Figure 1. Met2 routing (run 1).
Drawn at 3 px/µm. Cells faint in the background.
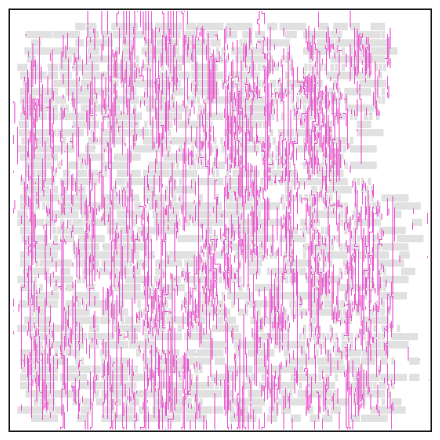
Figure 2. Clock routing (run 1).
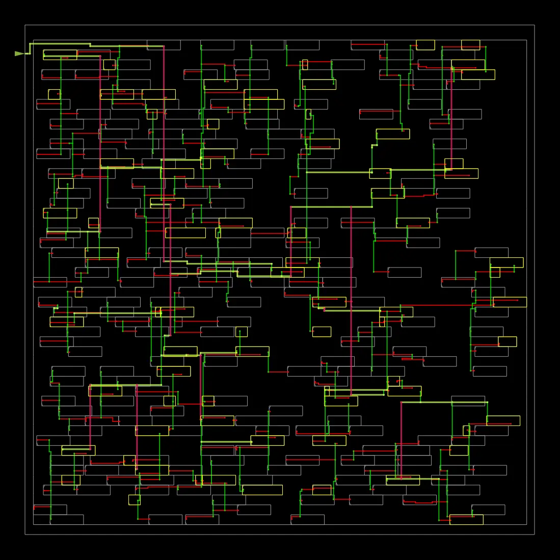
Figure 3. Metal layers overlaid (run 1).
Drawn at 4 px/µm. Two of the layers only.
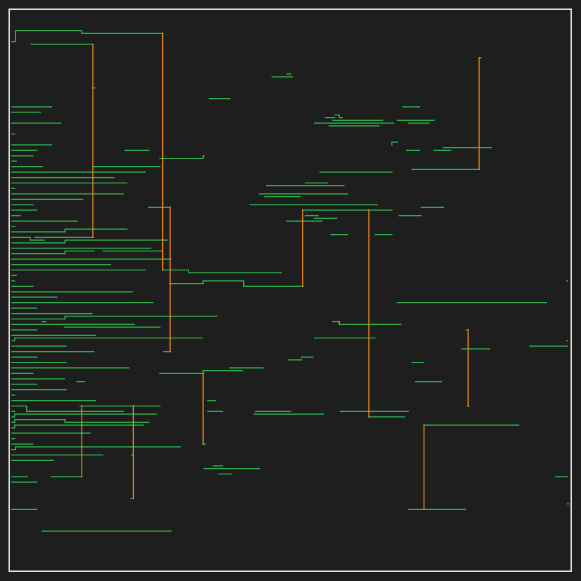
$ cat config.mk
export PLATFORM = sky130hd
export DESIGN_NAME = capture_controller
export DESIGN_NICKNAME = d
export VERILOG_FILES = /design/src/rtl/capture_controller.sv
export SDC_FILE = /design/constraint.sdc
export NUM_CORES = 1
export LEC_CHECK = 0
export ABC_AREA = 1
export CORE_MARGIN = 2
export CORE_UTILIZATION = 50
export CTS_CLUSTER_DIAMETER = 30
export DETAILED_ROUTE_END_ITERATION = 7
export PLACE_DENSITY_LB_ADDON = 0.12
export SYNTH_ARGS = -nofsm -noshare
export SYNTH_HDL_FRONTEND = slang
export SYNTH_SLANG_ARGS = --single-unit
export TNS_END_PERCENT = 100
$ cat constraint.sdc
create_clock -name clock -period 16.8 [get_ports clock]
set_input_delay 3.36 -clock clock [delete_from_list [all_inputs] [get_ports clock]]
set_output_delay 3.36 -clock clock [all_outputs]
set_load 0.01 [all_outputs]
$ cat src/rtl/capture_controller.sv
// Purpose: command FSM for the logic analyzer; decodes SUMP opcodes into config registers, arms/counts capture, sequences readout.
// Latency: config register writes visible two cycles after cmd_recv_rx; all outputs registered.
// Backpressure: read_req is held off while transmit_busy is high and idles one cycle after each pulse; META_WAIT waits on meta_busy.
module capture_controller #(
    parameter int SAMPLE_WIDTH = 8,
    parameter int NUM_STAGES   = 4,
    parameter int COUNT_WIDTH  = 16
) (
    input  logic                               clock,
    input  logic                               ext_reset,
    input  logic [7:0]                         opcode,
    input  logic [31:0]                        command,
    input  logic                               cmd_recv_rx,
    input  logic                               run,
    input  logic                               sample_tick,
    input  logic                               transmit_busy,
    input  logic                               meta_busy,
    output logic                               reset,
    output logic [23:0]                        divider,
    output logic                               data_meta_mux,
    output logic                               arm,
    output logic                               send_id,
    output logic                               begin_meta_transmit,
    output logic                               read_req,
    output logic [NUM_STAGES*SAMPLE_WIDTH-1:0] rise_pattern,
    output logic [NUM_STAGES*SAMPLE_WIDTH-1:0] fall_pattern
);

    typedef enum logic [2:0] {
        RESETS,
        IDLE,
        DECODE,
        META_WAIT,
        ARMED,
        CAPTURE,
        READOUT
    } state_t;

    state_t                 state;
    logic [7:0]             op_q;
    logic [31:0]            arg_q;
    logic [COUNT_WIDTH-1:0] delay_count;
    logic [COUNT_WIDTH-1:0] read_count;
    logic [COUNT_WIDTH-1:0] sample_cnt;
    logic [COUNT_WIDTH-1:0] read_cnt;
    logic                   meta_first;
    logic                   abort;

    // A reset opcode arriving outside IDLE aborts the current operation.
    assign abort = cmd_recv_rx && (opcode == 8'h00);

    // Command FSM: decode, configuration registers, capture counting and readout pacing.
    always_ff @(posedge clock or posedge ext_reset) begin
        if (ext_reset) begin
            state               <= RESETS;
            op_q                <= '0;
            arg_q               <= '0;
            delay_count         <= '0;
            read_count          <= '0;
            sample_cnt          <= '0;
            read_cnt            <= '0;
            meta_first          <= 1'b0;
            reset               <= 1'b0;
            divider             <= '0;
            data_meta_mux       <= 1'b0;
            arm                 <= 1'b0;
            send_id             <= 1'b0;
            begin_meta_transmit <= 1'b0;
            read_req            <= 1'b0;
            rise_pattern        <= '0;
            fall_pattern        <= '0;
        end else begin
            // Pulse outputs are single-cycle unless a state re-asserts them.
            reset               <= 1'b0;
            send_id             <= 1'b0;
            begin_meta_transmit <= 1'b0;
            read_req            <= 1'b0;

            case (state)
                RESETS: begin
                    reset         <= 1'b1;
                    divider       <= '0;
                    rise_pattern  <= '0;
                    fall_pattern  <= '0;
                    delay_count   <= '0;
                    read_count    <= '0;
                    arm           <= 1'b0;
                    data_meta_mux <= 1'b0;
                    state         <= IDLE;
                end

                IDLE: begin
                    if (cmd_recv_rx) begin
                        op_q  <= opcode;
                        arg_q <= command;
                        state <= DECODE;
                    end
                end

                DECODE: begin
                    state <= IDLE;
                    case (op_q)
                        8'h00: state <= RESETS;
                        8'h01: begin
                            arm   <= 1'b1;
                            state <= ARMED;
                        end
                        8'h02, 8'h04: begin
                            begin_meta_transmit <= 1'b1;
                            send_id             <= (op_q == 8'h02);
                            data_meta_mux       <= 1'b0;
                            meta_first          <= 1'b1;
                            state               <= META_WAIT;
                        end
                        8'h80: divider <= arg_q[23:0];
                        8'h81: begin
                            read_count  <= COUNT_WIDTH'(arg_q[31:16]);
                            delay_count <= COUNT_WIDTH'(arg_q[15:0]);
                        end
                        default: begin
                            // Stage s owns opcodes 0xC0+4s (rise) and 0xC1+4s (fall); others fall through.
                            for (int s = 0; s < NUM_STAGES; s++) begin
                                if (op_q == (8'hC0 + 8'(4 * s)))
                                    rise_pattern[s*SAMPLE_WIDTH +: SAMPLE_WIDTH] <= arg_q[SAMPLE_WIDTH-1:0];
                                if (op_q == (8'hC1 + 8'(4 * s)))
                                    fall_pattern[s*SAMPLE_WIDTH +: SAMPLE_WIDTH] <= arg_q[SAMPLE_WIDTH-1:0];
                            end
                        end
                    endcase
                end

                META_WAIT: begin
                    // First cycle ignores meta_busy: the meta unit needs a cycle to raise it.
                    if (abort) begin
                        state <= RESETS;
                    end else if (meta_first) begin
                        meta_first <= 1'b0;
                    end else if (!meta_busy) begin
                        state <= IDLE;
                    end
                end

                ARMED: begin
                    if (abort) begin
                        arm   <= 1'b0;
                        state <= RESETS;
                    end else if (run) begin
                        arm        <= 1'b0;
                        sample_cnt <= '0;
                        state      <= CAPTURE;
                    end
                end

                CAPTURE: begin
                    if (abort) begin
                        state <= RESETS;
                    end else if (sample_cnt == delay_count) begin
                        data_meta_mux <= 1'b1;
                        read_cnt      <= '0;
                        state         <= READOUT;
                    end else if (sample_tick) begin
                        sample_cnt <= sample_cnt + COUNT_WIDTH'(1);
                    end
                end

                READOUT: begin
                    // A request cycle is always followed by one idle cycle.
                    if (abort) begin
                        data_meta_mux <= 1'b0;
                        state         <= RESETS;
                    end else if (read_req) begin
                        read_req <= 1'b0;
                    end else if (read_cnt == read_count) begin
                        if (!transmit_busy) begin
                            data_meta_mux <= 1'b0;
                            state         <= IDLE;
                        end
                    end else if (!transmit_busy) begin
                        read_req <= 1'b1;
                        read_cnt <= read_cnt + COUNT_WIDTH'(1);
                    end
                end

                default: state <= RESETS;
            endcase
        end
    end

endmodule

==> run summary, run 1 <==
Combinational Power: 753 µW
Floorplan Nets: 1158
Top Metal Used: met4
Top delay family on crit path: simple AND/OR/NAND/NOR gates
drt total wl: 24400 µm
Tmin final: 5.18 ns
Yosys top cell by instances: nand2_1
Synth Seq Share: 0.545
Commonest flop: dfrtp_1
Final ANT Viol Nets: 0
post_cts resized: 0
die area: 19600 µm²
dpl hpwl: 15900 µm
wire length on met3: 1930 µm
clk root buf: clkbuf_16
status: finished, final reports clean
final instance area: 12300 µm²
vias in the first global route: 7762
FF-to-FF End: delay_count[5]
Power per Cell Area: 194 nW/µm²
Internal: 1.56 mW
post-route core utilization: 0.680
largest net degree at the start of global routing: 129
Post-CTS Setup Bufs: 0
Worst Setup EP: read_cnt[14]
GR peak layer: met2
actual slew at the worst max-slew pin: 0.959 ns
-- Figure 1 (at the start) --
share of all routed wire	45%
longest straight run	79.2 µm
nets with wire on the layer	1025

-- Figure 2 (at the start) --
CTS buffer count: 44
Clk. pwr: 853 µW
clk sink count: 202
clock latency on the worst-skew pair: 0.53 ns
Final Skew: 0.0273 ns

-- Figure 3 (at the start) --
layer	colour	wire length
metal 3	green	1930 µm
metal 4	orange	341 µm

-- run 1: state kept, by name, summed over array words and instances, names as in the netlist, 3 cells and up --
signal        count
divider          24
op_q              8
sample_cnt       16
fall_pattern     32
rise_pattern     32
state             3
arg_q            32
delay_count      16
read_count       16
read_cnt         16
-- run 1: per-stage QoR --
stage | cells | setup slack (ns)
after floorplan | 1109 | 7.93
after global placement | 1443 | 11.20
after detailed placement | 1443 | 11.08
after CTS | 1523 | 11.62
after global routing | 1523 | 11.35
final | 1523 | 11.62
-- run 1: cells in the final DEF, fill, tap and decap left out, types with 4 or more instances in the layout --
master | synthesis | layout
clkbuf_8 | 0 | 9
or2_2 | 4 | 4
clkbuf_1 | 11 | 6
inv_6 | 0 | 8
mux2_2 | 27 | 27
clkinvlp_4 | 0 | 4
o21ai_0 | 128 | 128
dfrtp_1 | 202 | 202
nand2_2 | 4 | 4
nor3_1 | 18 | 18
o31ai_1 | 8 | 8
inv_1 | 83 | 82
clkdlybuf4s50_1 | 0 | 140
inv_2 | 11 | 11
nand4_1 | 27 | 27
nand2_1 | 367 | 367
a21oi_1 | 14 | 14
nor2_2 | 4 | 4
xor2_1 | 8 | 8
nor2_1 | 89 | 89
o22ai_1 | 10 | 10
nand3_1 | 45 | 44
o21ai_1 | 7 | 7
clkbuf_16 | 0 | 44
-- run 1: tightest hold or removal path, delay by kind of cell, from the launching register on --
kind	cells	cell delay [ns]
AND-OR/OR-AND	1	0.05
flip-flops	1	0.34
AND/OR/NAND/NOR	1	0.05
-- run 1: cell type report --
| class | instances | share of cell area |
|---|---|---|
| sequential | 202 | 0.411 |
| multi-input combinational | 774 | 0.299 |
| timing repair buffer | 143 | 0.116 |
| clock buffer | 59 | 0.101 |
| inverter | 95 | 0.0296 |
| tap | 229 | 0.0233 |
| clock inverter | 21 | 0.0196 |
==> run 2, diff against run 1 <==
Clock period 16.8 ns to 5 ns, I/O delays scaled along.
==> run 2 against run 1 <==
Compared with the run above:
- critical path depth fell by 4
- area after synthesis did not move
- via count rose by 0.29%
- sequential share of layout area down 0.26 points
- cell count barely moved
- critical endpoint is now rise_pattern[27]
- largest cell class unchanged
==> run summary, run 2 <==
clk sink count: 202
CTS buffer count: 44
cells in synth_stat.txt: 1109
vias in the first global route: 7758
Clock transition at path regs: 0.05 ns
actual slew at the worst max-slew pin: 1.01 ns
Top cells excl fill/tap: nand2_1 (367), dfrtp_1 (202), clkdlybuf4s50_1 (140)
dpl hpwl: 16000 µm
Post-CTS Setup Bufs: 0
YS chip area: 9270 µm²
final instance area: 12400 µm²
biggest regs: arg_q: 32 flops, fall_pattern: 32 flops, rise_pattern: 32 flops
worst hold start: arm
CTS HTree Levels: 2
drt total wl: 24400 µm
Worst Setup EP: rise_pattern[27]
Power per Cell Area: 660 nW/µm²
largest net degree at the start of global routing: 114
Synth Seq Share: 0.545
post_cts resized: 0
dominant logic cell type in the layout: nand2_1
Final Skew: 0.0206 ns
status: finished, final reports clean
FF-to-FF End: rise_pattern[27]
clk root buf: clkbuf_16
Leak Pwr: 5.57 nW
Commonest flop: dfrtp_1
Final ANT Viol Nets: 0
Tmin final: 2.86 ns
==> run 2: logic make-up after synthesis <==
kind of cell,Yosys count,share of synthesized area
flops,202,0.545
simple gates,567,0.254
xor+xnor,8,0.00756
fa+ha+maj,2,0.00270
buf+inv,133,0.0590
mux,27,0.0328
compound gates,170,0.0983
==> run 2: layout make-up <==
class	count	area (µm²)	share of cell area
flip-flops and latches	202	5050	0.408
multi-input cells	774	3680	0.297
repair buffers	144	1460	0.118
clock buffers	57	1210	0.0978
inverters	95	360	0.0291
clock inverters	21	328	0.0265
well taps	229	287	0.0231
==> run 2: layer usage <==
| layer | vias to the layer above | part of all wire | GRT usage | wire length, µm |
|---|---|---|---|---|
| li1 | 3929 | - | - | - |
| met1 | 3785 | 0.45 | 0.337 | 10900 |
| met2 | 213 | 0.45 | 0.392 | 11000 |
| met3 | 41 | 0.081 | 0.0896 | 1990 |
| met4 | 0 | 0.022 | 0.0792 | 540 |
| met5 | - | 0 | 0 | 0 |
==> run 2: worst max-delay path, cell delays in order, from the launching register on <==
cell and delay, ns:
dfrtp_1 0.41, inv_1 0.09, nand2_1 0.10, nor2_4 0.70, inv_2 0.35, o21ai_1 0.82
o21ai_0 0.21
==> run 2: where the power goes <==
group	switching, mW	internal, mW	leakage (nW)
combinational	1.46	1.09	2.13
clock	0.898	2.11	0.747
sequential	0.382	2.24	2.69
==> run 2: metrics by stage <==
step,hold slack (ns),std cells,utilization,worst slack (ns)
detailed placement,0.461,1444,0.599,1.67
global route,0.499,1522,0.684,1.84
floorplan,0.459,1109,-,1.38
CTS,0.472,1522,0.684,2.14
global placement,0.464,1444,0.599,1.78
finish,0.467,1522,0.684,2.14
Figure 4. Zoomed window (run 2).
Window x 95 to 115, y 95 to 115 µm. Cells in grey, sequential cells in the stronger grey; small squares are vias.
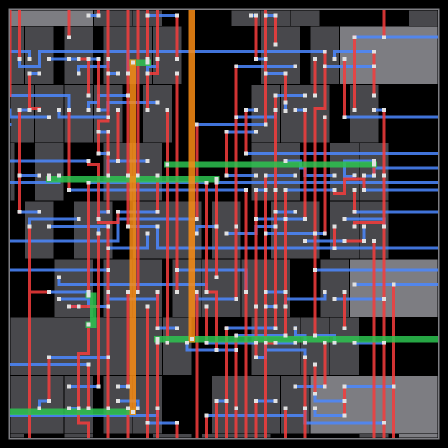
layer	colour
metal 2	red
metal 1	blue
metal 3	green
metal 4	orange
cells with their middle in the window	46
sequential cells in the window	1
most frequent	nand2_1 (18), nor2_1 (13), nand4_1 (6)
netlist names of flops here include	read_cnt (1)

Figure 5. Metal layers overlaid (run 2).
Drawn at 4 px/µm. Two of the layers only.
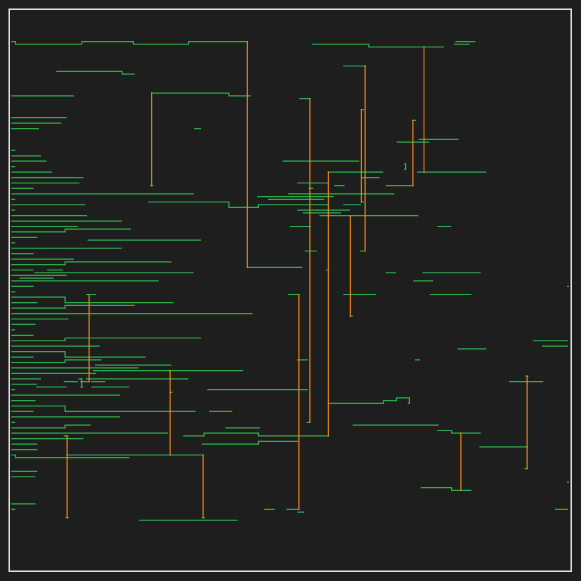
layer	colour	wire length
metal 3	green	1990 µm
metal 4	orange	541 µm

Power and IR drop assume default switching activity.
